--- config.mk ---
export PLATFORM = sky130hd
export DESIGN_NAME = dmem_arbiter
export DESIGN_NICKNAME = d
export VERILOG_FILES = /design/src/rtl/dmem_arbiter.sv
export SDC_FILE = /design/constraint.sdc
export NUM_CORES = 1
export LEC_CHECK = 0
export CORE_MARGIN = 2
export CORE_UTILIZATION = 41
export CTS_CLUSTER_DIAMETER = 80
export DETAILED_ROUTE_END_ITERATION = 16
export PLACE_DENSITY_LB_ADDON = 0.15
export SKIP_CTS_REPAIR_TIMING = 1
export SYNTH_ARGS = -nofsm -noshare
export SYNTH_HDL_FRONTEND = slang
export SYNTH_SLANG_ARGS = --single-unit
--- constraint.sdc ---
create_clock -name clk -period 2.2 [get_ports clk]
set_input_delay 0.22 -clock clk [delete_from_list [all_inputs] [get_ports clk]]
set_output_delay 0.22 -clock clk [all_outputs]
set_load 0.01 [all_outputs]
--- src/rtl/dmem_arbiter.sv ---
// -----------------------------------------------------------------------------
// dmem_arbiter
//
// Shares the single-port data memory between two requesters. Port 0 is the
// CPU MEM-stage load/store path, port 1 is the loader/debug master. Each
// transfer is a req/ack handshake. The two ports are granted round-robin.
// Every transfer takes three cycles: IDLE (arbitrate and latch the
// request), ACCESS (memory strobe) and RESP (ack pulse plus read data).
//
// Ports
//   clk, reset           rising-edge clock, synchronous active-high reset
//   mX_req               port X request, held high until mX_ack
//   mX_we                port X direction: 1 = write, 0 = read
//   mX_addr, mX_wdata    port X address and write data
//   mX_ack               port X one-cycle completion pulse
//   mX_rdata             port X read data, valid from the ack cycle and held
//                        until the next port-X read completes
//   mem_addr, mem_wdata  memory address and write data
//   mem_read, mem_write  one-cycle memory strobes, issued in ACCESS
//   mem_rdata            memory read data, valid the cycle after mem_read
//   busy                 high while a transfer is in flight
//   grant_id             port that owns the current transfer, 0 when idle
// -----------------------------------------------------------------------------
module dmem_arbiter #(
    parameter int ADDR_W = 32,
    parameter int DATA_W = 32
) (
    input  logic              clk,
    input  logic              reset,

    input  logic              m0_req,
    input  logic              m0_we,
    input  logic [ADDR_W-1:0] m0_addr,
    input  logic [DATA_W-1:0] m0_wdata,
    output logic              m0_ack,
    output logic [DATA_W-1:0] m0_rdata,

    input  logic              m1_req,
    input  logic              m1_we,
    input  logic [ADDR_W-1:0] m1_addr,
    input  logic [DATA_W-1:0] m1_wdata,
    output logic              m1_ack,
    output logic [DATA_W-1:0] m1_rdata,

    output logic [ADDR_W-1:0] mem_addr,
    output logic [DATA_W-1:0] mem_wdata,
    output logic              mem_read,
    output logic              mem_write,
    input  logic [DATA_W-1:0] mem_rdata,

    output logic              busy,
    output logic              grant_id
);

    typedef enum logic [1:0] {
        IDLE   = 2'd0,
        ACCESS = 2'd1,
        RESP   = 2'd2
    } state_t;

    state_t            state;
    logic              last_grant;
    logic              we_q;
    logic [DATA_W-1:0] rdata0_q;
    logic [DATA_W-1:0] rdata1_q;

    // Winner of the current IDLE-cycle arbitration. On a tie the port that
    // did not win last time gets the memory.
    logic pick;
    logic pick_we;

    // NOTE: every signal written in always_comb gets a default first, so
    // no path leaves it unassigned and no latch is inferred.
    always_comb begin
        pick = 1'b0;
        if (m0_req && m1_req) begin
            pick = ~last_grant;
        end else if (m1_req) begin
            pick = 1'b1;
        end
        pick_we = pick ? m1_we : m0_we;
    end

    // NOTE: all state is updated with non-blocking assignments so every
    // register samples the values from before the clock edge.
    always_ff @(posedge clk) begin
        if (reset) begin
            state      <= IDLE;
            last_grant <= 1'b1;
            we_q       <= 1'b0;
            mem_addr   <= '0;
            mem_wdata  <= '0;
            mem_read   <= 1'b0;
            mem_write  <= 1'b0;
            m0_ack     <= 1'b0;
            m1_ack     <= 1'b0;
            busy       <= 1'b0;
            grant_id   <= 1'b0;
            rdata0_q   <= '0;
            rdata1_q   <= '0;
        end else begin
            // Strobes and acks are single-cycle pulses.
            mem_read  <= 1'b0;
            mem_write <= 1'b0;
            m0_ack    <= 1'b0;
            m1_ack    <= 1'b0;

            case (state)
                IDLE: begin
                    if (m0_req || m1_req) begin
                        state      <= ACCESS;
                        busy       <= 1'b1;
                        grant_id   <= pick;
                        last_grant <= pick;
                        // The request is captured here; later changes on the
                        // requester's inputs cannot disturb this transfer.
                        we_q       <= pick_we;
                        mem_addr   <= pick ? m1_addr  : m0_addr;
                        mem_wdata  <= pick ? m1_wdata : m0_wdata;
                        mem_read   <= ~pick_we;
                        mem_write  <= pick_we;
                    end
                end

                ACCESS: begin
                    state  <= RESP;
                    m0_ack <= ~grant_id;
                    m1_ack <= grant_id;
                end

                RESP: begin
                    state    <= IDLE;
                    busy     <= 1'b0;
                    grant_id <= 1'b0;
                    if (!we_q) begin
                        if (grant_id) begin
                            rdata1_q <= mem_rdata;
                        end else begin
                            rdata0_q <= mem_rdata;
                        end
                    end
                end

                default: begin
                    state    <= IDLE;
                    busy     <= 1'b0;
                    grant_id <= 1'b0;
                end
            endcase
        end
    end

    // During the ack cycle the memory's read data is forwarded straight
    // through, so the requester sees it in the same cycle as its ack; the
    // register keeps it afterwards.
    assign m0_rdata = (state == RESP && !grant_id && !we_q) ? mem_rdata : rdata0_q;
    assign m1_rdata = (state == RESP &&  grant_id && !we_q) ? mem_rdata : rdata1_q;

endmodule

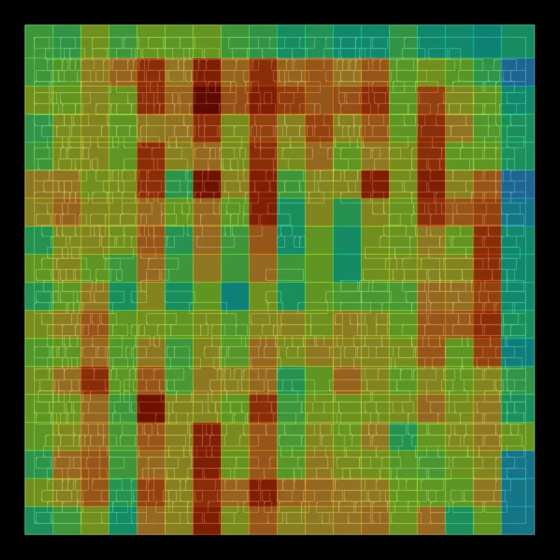
run_1/congestion.png
final core area utilization: 69.3%
WL/cell: 17.8 microns
met2 GRT Util: 41.1%

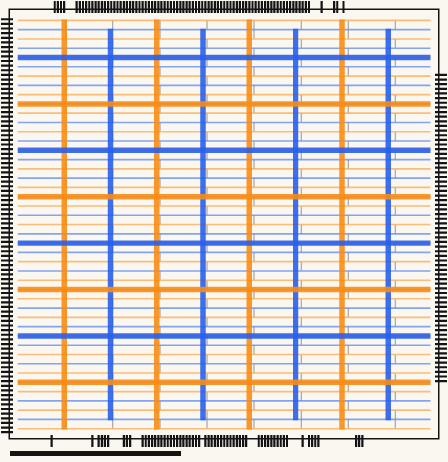
run_1/power_grid.png
Bar = 50 microns. Pins as bars on the die edge. Tap cells in grey.
Key: orange = VSS; blue = VDD
8 straps on met4. 184 tap cells.

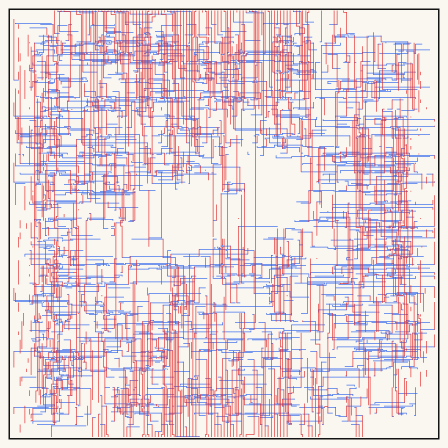
run_1/wires.png
Only two layers are drawn.
Key: red = metal 2 [wire length 10100 microns]; blue = metal 1 [wire length 7610 microns]

==> results_dict.tcl, run 1 <==
# place-and-route summary
set metrics [dict create \
    place_congestion 0.804 \
    ys_top_cells_by_count "dfxtp_1 (138), nand2_1 (130), a21oi_1 (66)" \
    coreArea_sq_um 14500 \
    clkTransAtPathRegs_ns 0.06 \
    cts_root_buffer "clkbuf_16" \
    flops 138 \
    setup_tns_ns -0.706 \
    path_max_fanout 5 \
    pin_count 300 \
    port_buffers 299 \
    peakVddDrop_mv 0.447 \
    htreeDepth 4 \
    grt_antenna_before_repair 0 \
    hold_slack_ns 0.252 \
    rsz0062_at_grt "yes" \
    drv_slew 0 \
    grt_max_degree 68 \
    setup.worst_path.class "reg2out" \
    r2r_end "rdata1_q[15]" \
    drc 0 \
    status "finished, violations left" \
    grt_use_total_pct 23.4 \
    grt_pass1_vias 5700 \
    dpl_cell_area_sq_um 9200 \
    cts_sinks 138 \
    violations "negative setup slack" \
    fin_nets 1065 \
    placed_cells 1047 \
    yosys-mux-area-fraction_pct 15.8 \
    drive_gt1_share_pct 18.6 \
    area_growth_pct 65.9 \
    routed_wl_mm 19.6 \
    grt_pass1_wl_mm 29.8 \
    postSynthSeqShare_pct 45.7 \
    synthFlopType "dfxtp_1" \
    start_kind "register" \
    gr-total-overflow 0 \
    via_per_inst 5.13 \
    synthArstFlopShare_pct 0 \
    lay_top_count "clkdlybuf4s50_1" \
    setup_viol 13 \
    ys_cells 606 \
    ys_sh_simple_pct 17.6 \
    p_int_w 0.00533 \
    min_from "reset" \
    nMultiInputCombCells 409 \
    worst_slack_ns -0.0771 \
    lay_top_cells "clkdlybuf4s50_1 (234), dfxtp_1 (134), nand2_1 (130), a21oi_1 (66), a311oi_1 (64)" \
    regArea_sq_um 2770 \
    synth_area_per_cell_sq_um 9.98 \
    synthAdderAreaFrac_pct 0 \
    pre_cts_ws_ns 0.0326 \
    critPathMostFrequentCell "buf_6" \
    crit_slowest_cell "dfxtp_4" \
    crit_buf_inv 5 \
    comb_area_share_pct 29.9 \
    cts_buffer_depth 2 \
    holdPathEnd "rdata0_q[0]" \
    synth_top_area_share_pct 45.7 \
    drt-initial-drc-count 252 \
    slew_headroom_pct 71.5 \
    numCtsBuffers 17 \
    power.switching_w 0.00180 \
    xor_share_pct 0 \
    largestClassByArea "buffers" \
    power_frac_seq_pct 38.9 \
    tap_cells 184 \
    final_area_sq_um 10000 \
    fmax_mhz 439 \
    largest_area_cell "dfxtp_1" \
    cp.arrival_ns 2.06 \
    layout.nonclk_buf_share_pct 34.2 \
    die_area_sq_um 15700 \
    synthTopCellsByArea "dfxtp_1 (46%), mux2_4 (15%), a311oi_1 (9.3%)" \
    synth-edff-count 0 \
    total_power_w 0.00713 \
    fp_nets 772 \
    worstSetupPathDepth 7 \
    timing.final.crit_period_ns 2.28 \
    route.vias.total 5626 \
    r2r_cells 8 \
    logic_area_sq_um 3000 \
    yosys_warnings 0 \
    finalNonFillerCells 1096 \
    ys_chip_area_sq_um 6050 \
]
## run 1: power groups by stage
stage	clock (W)	sequential, W	combinational (W)
after global routing	0.00304	0.00279	0.00159
after CTS	0.00292	0.00277	0.00149
after global placement	0	0.00282	0.00146
after floorplan	0	0.00288	0.000574
final	0.00287	0.00277	0.00149
after detailed placement	0	0.00282	0.00149
## run 1: routing by layer
layer	vias to the layer above	track usage (%)	routed length [microns]
li1	2712	-	-
met1	2673	26.1	7610
met2	214	41.1	10100
met3	27	7.36	1410
met4	0	9.80	420
met5	-	0	0
## run 1: sequential cells by signal, indices dropped and copies added (netlist names)
signal and cells:
m1_ack 1, mem_write 1, rdata0_q 32, m0_ack 1, mem_addr 32, we_q 1, last_grant 1, mem_read 1
mem_wdata 32, busy 1, state 2, rdata1_q 32, grant_id 1
run_1/detail.png
Window x 82 to 107, y 19 to 44 microns. Cells in grey, sequential cells in the stronger grey; small squares are vias.
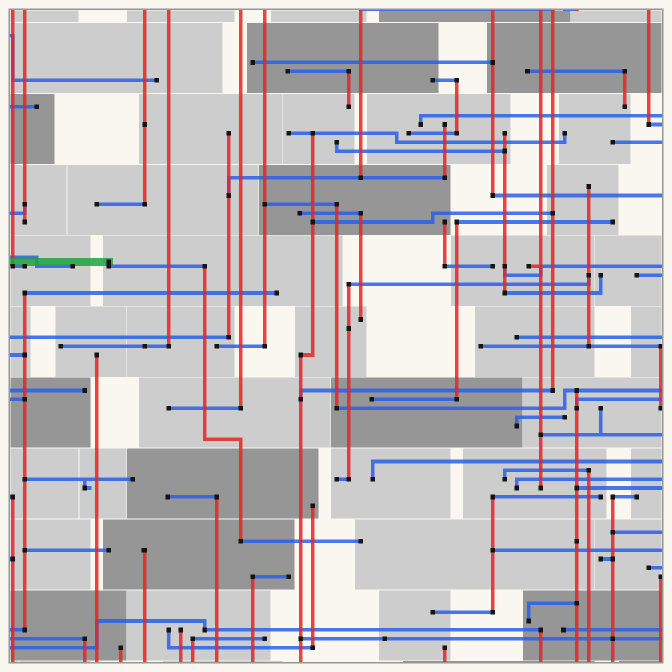

--- run 2 (diff from run 1) ---
- PLACE_DENSITY: default -> 0.8
- PLACE_DENSITY_LB_ADDON: 0.15 -> default
- SLEW_MARGIN: default -> 15
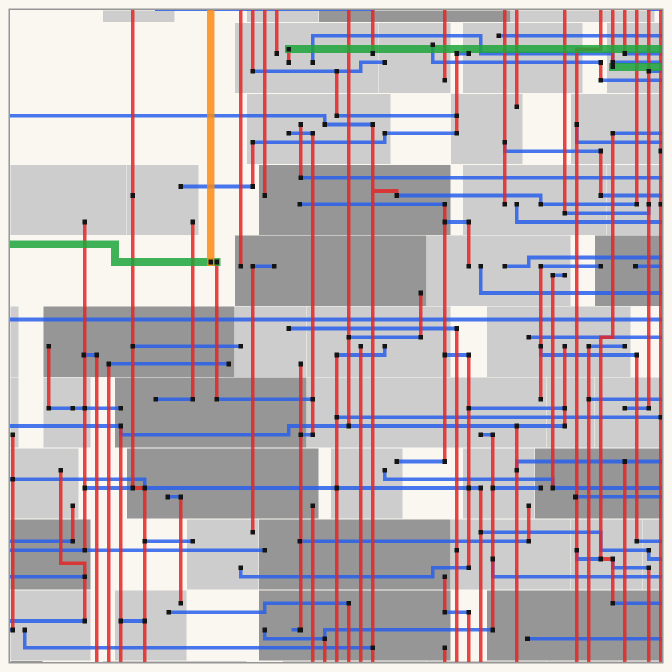
run_2/detail.png
Window x 82 to 107, y 19 to 44 microns. Cells in grey, sequential cells in the stronger grey; small squares are vias.
Key: orange = metal 4; green = metal 3; red = metal 2; blue = metal 1
Most frequent: and2b_1 (9), dfxtp_1 (9), mux2_4 (7). 33 logic cells have their middle in the window. Netlist names of flops here include rdata0_q (6), rdata1_q (3). Sequential cells in the window: 9.

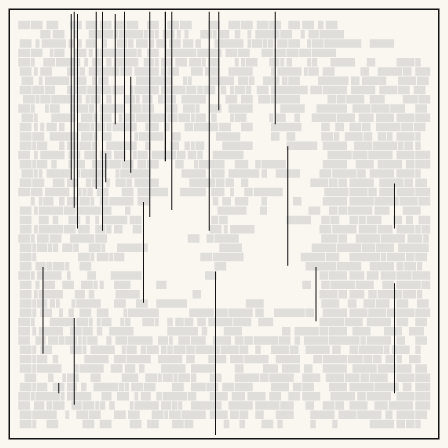
run_2/layer_met4.png
Cells faint in the background.
The layer holds 4.5% of the routed length. The wires run mostly vertical. 21 nets have wire on it. The layer carries 906 microns of wire.

==> run 2 against run 1 <==
  * The flow still finishes with violations (negative setup slack)
  * Critical endpoint is now m0_rdata[20]
  * Clock power is 3% higher
  * Highest routed layer unchanged
  * Area after synthesis stayed put
  * Count of clock-buffer cells in the layout is 2 higher
  * Hold slack better by 0.032 ns
==> results_dict.tcl, run 2 <==
# place-and-route summary
set metrics [dict create \
    clkTransAtPathRegs_ns 0.06 \
    comb_area_share_pct 30.1 \
    logic_area_sq_um 3000 \
    routed_wl_mm 20.0 \
    dpl_cell_area_sq_um 9170 \
    hold_class "in2reg" \
    drc 0 \
    ys_cells 606 \
    lay_top_count "clkdlybuf4s50_1" \
    cap_violations 0 \
    coreArea_sq_um 14500 \
    critPathMostFrequentCell "buf_6" \
    ys_top_cells_by_count "dfxtp_1 (138), nand2_1 (130), a21oi_1 (66)" \
    drive_gt1_share_pct 18.9 \
    fmax_mhz 418 \
    synth_top_area_share_pct 45.7 \
    synth_area_per_cell_sq_um 9.98 \
    cts_buffer_depth 2 \
    synthArstFlopShare_pct 0 \
    start_kind "register" \
    peakVddDrop_mv 0.470 \
    nMultiInputCombCells 409 \
    pre_cts_ws_ns 0.0641 \
    path_max_fanout 8 \
    via_per_inst 5.13 \
    tap_cells 184 \
    grt_pass1_vias 5533 \
    synthTopCellsByArea "dfxtp_1 (46%), mux2_4 (15%), a311oi_1 (9.3%)" \
    ys_chip_area_sq_um 6050 \
    die_area_sq_um 15700 \
    total_power_w 0.00723 \
    place_congestion 0.882 \
    port_buffers 299 \
    crit_buf_inv 3 \
    leakage_nw 4.70 \
    top_layer_used "met4" \
    finalNonFillerCells 1099 \
    route.vias.total 5637 \
    wl_met2_mm 9.89 \
    fp_nets 772 \
    setup_tns_ns -1.13 \
    met2_usage_pct 38.3 \
    wl_per_cell_microns 18.2 \
    regArea_sq_um 2770 \
    setup_viol 12 \
    fin_nets 1068 \
    grt_max_degree 66 \
    cp.arrival_ns 2.17 \
    startpoint "we_q" \
    flops 138 \
    pin_count 300 \
    seq_share_pct 27.8 \
    rsz0062_at_grt "yes" \
    min_from "reset" \
    drt-initial-drc-count 250 \
    worst_slack_ns -0.190 \
    status "finished, violations left" \
    drv_slew 0 \
    cts_root_buffer "clkbuf_16" \
    p_per_area_nw_per_um2 725 \
    placed_cells 1051 \
    postSynthSeqShare_pct 45.7 \
    timing.final.crit_period_ns 2.39 \
    met3_length_mm 1.54 \
    setup.worst_path.class "reg2out" \
    rows 44 \
    slew_headroom_pct 72.6 \
    antenna-diode-count 0 \
    numCtsBuffers 17 \
    violations "negative setup slack" \
    final_area_sq_um 9970 \
    grt_antenna_before_repair 0 \
    largestClassByArea "buffers" \
    crit_slowest_cell "clkdlybuf4s50_1" \
    htreeDepth 4 \
    synthFlopType "dfxtp_1" \
    hold_slack_ns 0.284 \
    lay_top_cells "clkdlybuf4s50_1 (237), dfxtp_1 (134), nand2_1 (130), a21oi_1 (66), a311oi_1 (64)" \
    area_growth_pct 64.9 \
    grt_pass1_wl_mm 29.4 \
    cts_sinks 138 \
    synth-edff-count 0 \
    gr-total-overflow 0 \
    layout.nonclk_buf_share_pct 33.5 \
    wirelength_met1_mm 7.72 \
    fp_util_pct 41.8 \
    yosys_warnings 0 \
    largest_area_cell "dfxtp_1" \
]
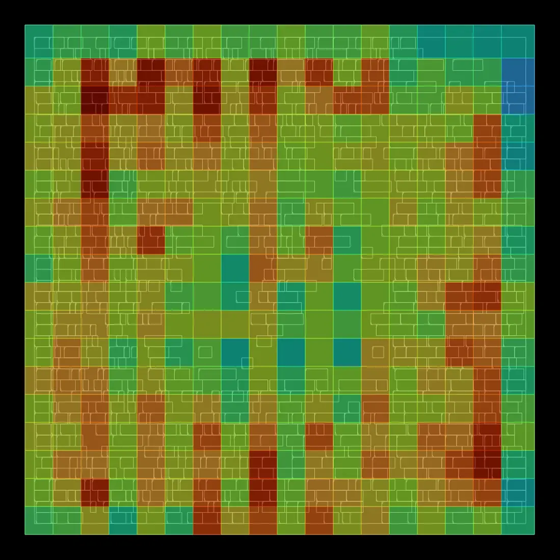
run_2/congestion.png
gr usage total: 23.4%
final core area utilization: 68.9%
met1 global-route usage: 27.2%
gr busiest metal: met2
met3 Use GR: 8.13%

-- run 2: cell counts after synthesis --
Identical to the previous run, type by type.
-- run 2: path summary, 6_finish.rpt --
path / endpoint / slack (ns) / cells after the start
hold / removal: rdata0_q[0] / 0.28 / 2
hold reg to reg: state[1] / 0.46 / 1
setup / recovery: m0_rdata[20] / -0.19 / 5
setup reg to reg: rdata1_q[11] / 0.39 / 7
-- run 2: cells by family after synthesis --
logic type,after synthesis,share of synthesized area [%]
simple gates,208,17.6
flops,138,45.7
compound gates,136,15.6
mux,65,15.8
buf+inv,59,5.36
-- run 2: report_power, final --
group | internal (W) | switching (W)
registers | 0.00268 | 0.0000966
clock network | 0.00190 | 0.00107
logic | 0.000844 | 0.000648
Power and IR drop assume default switching activity.
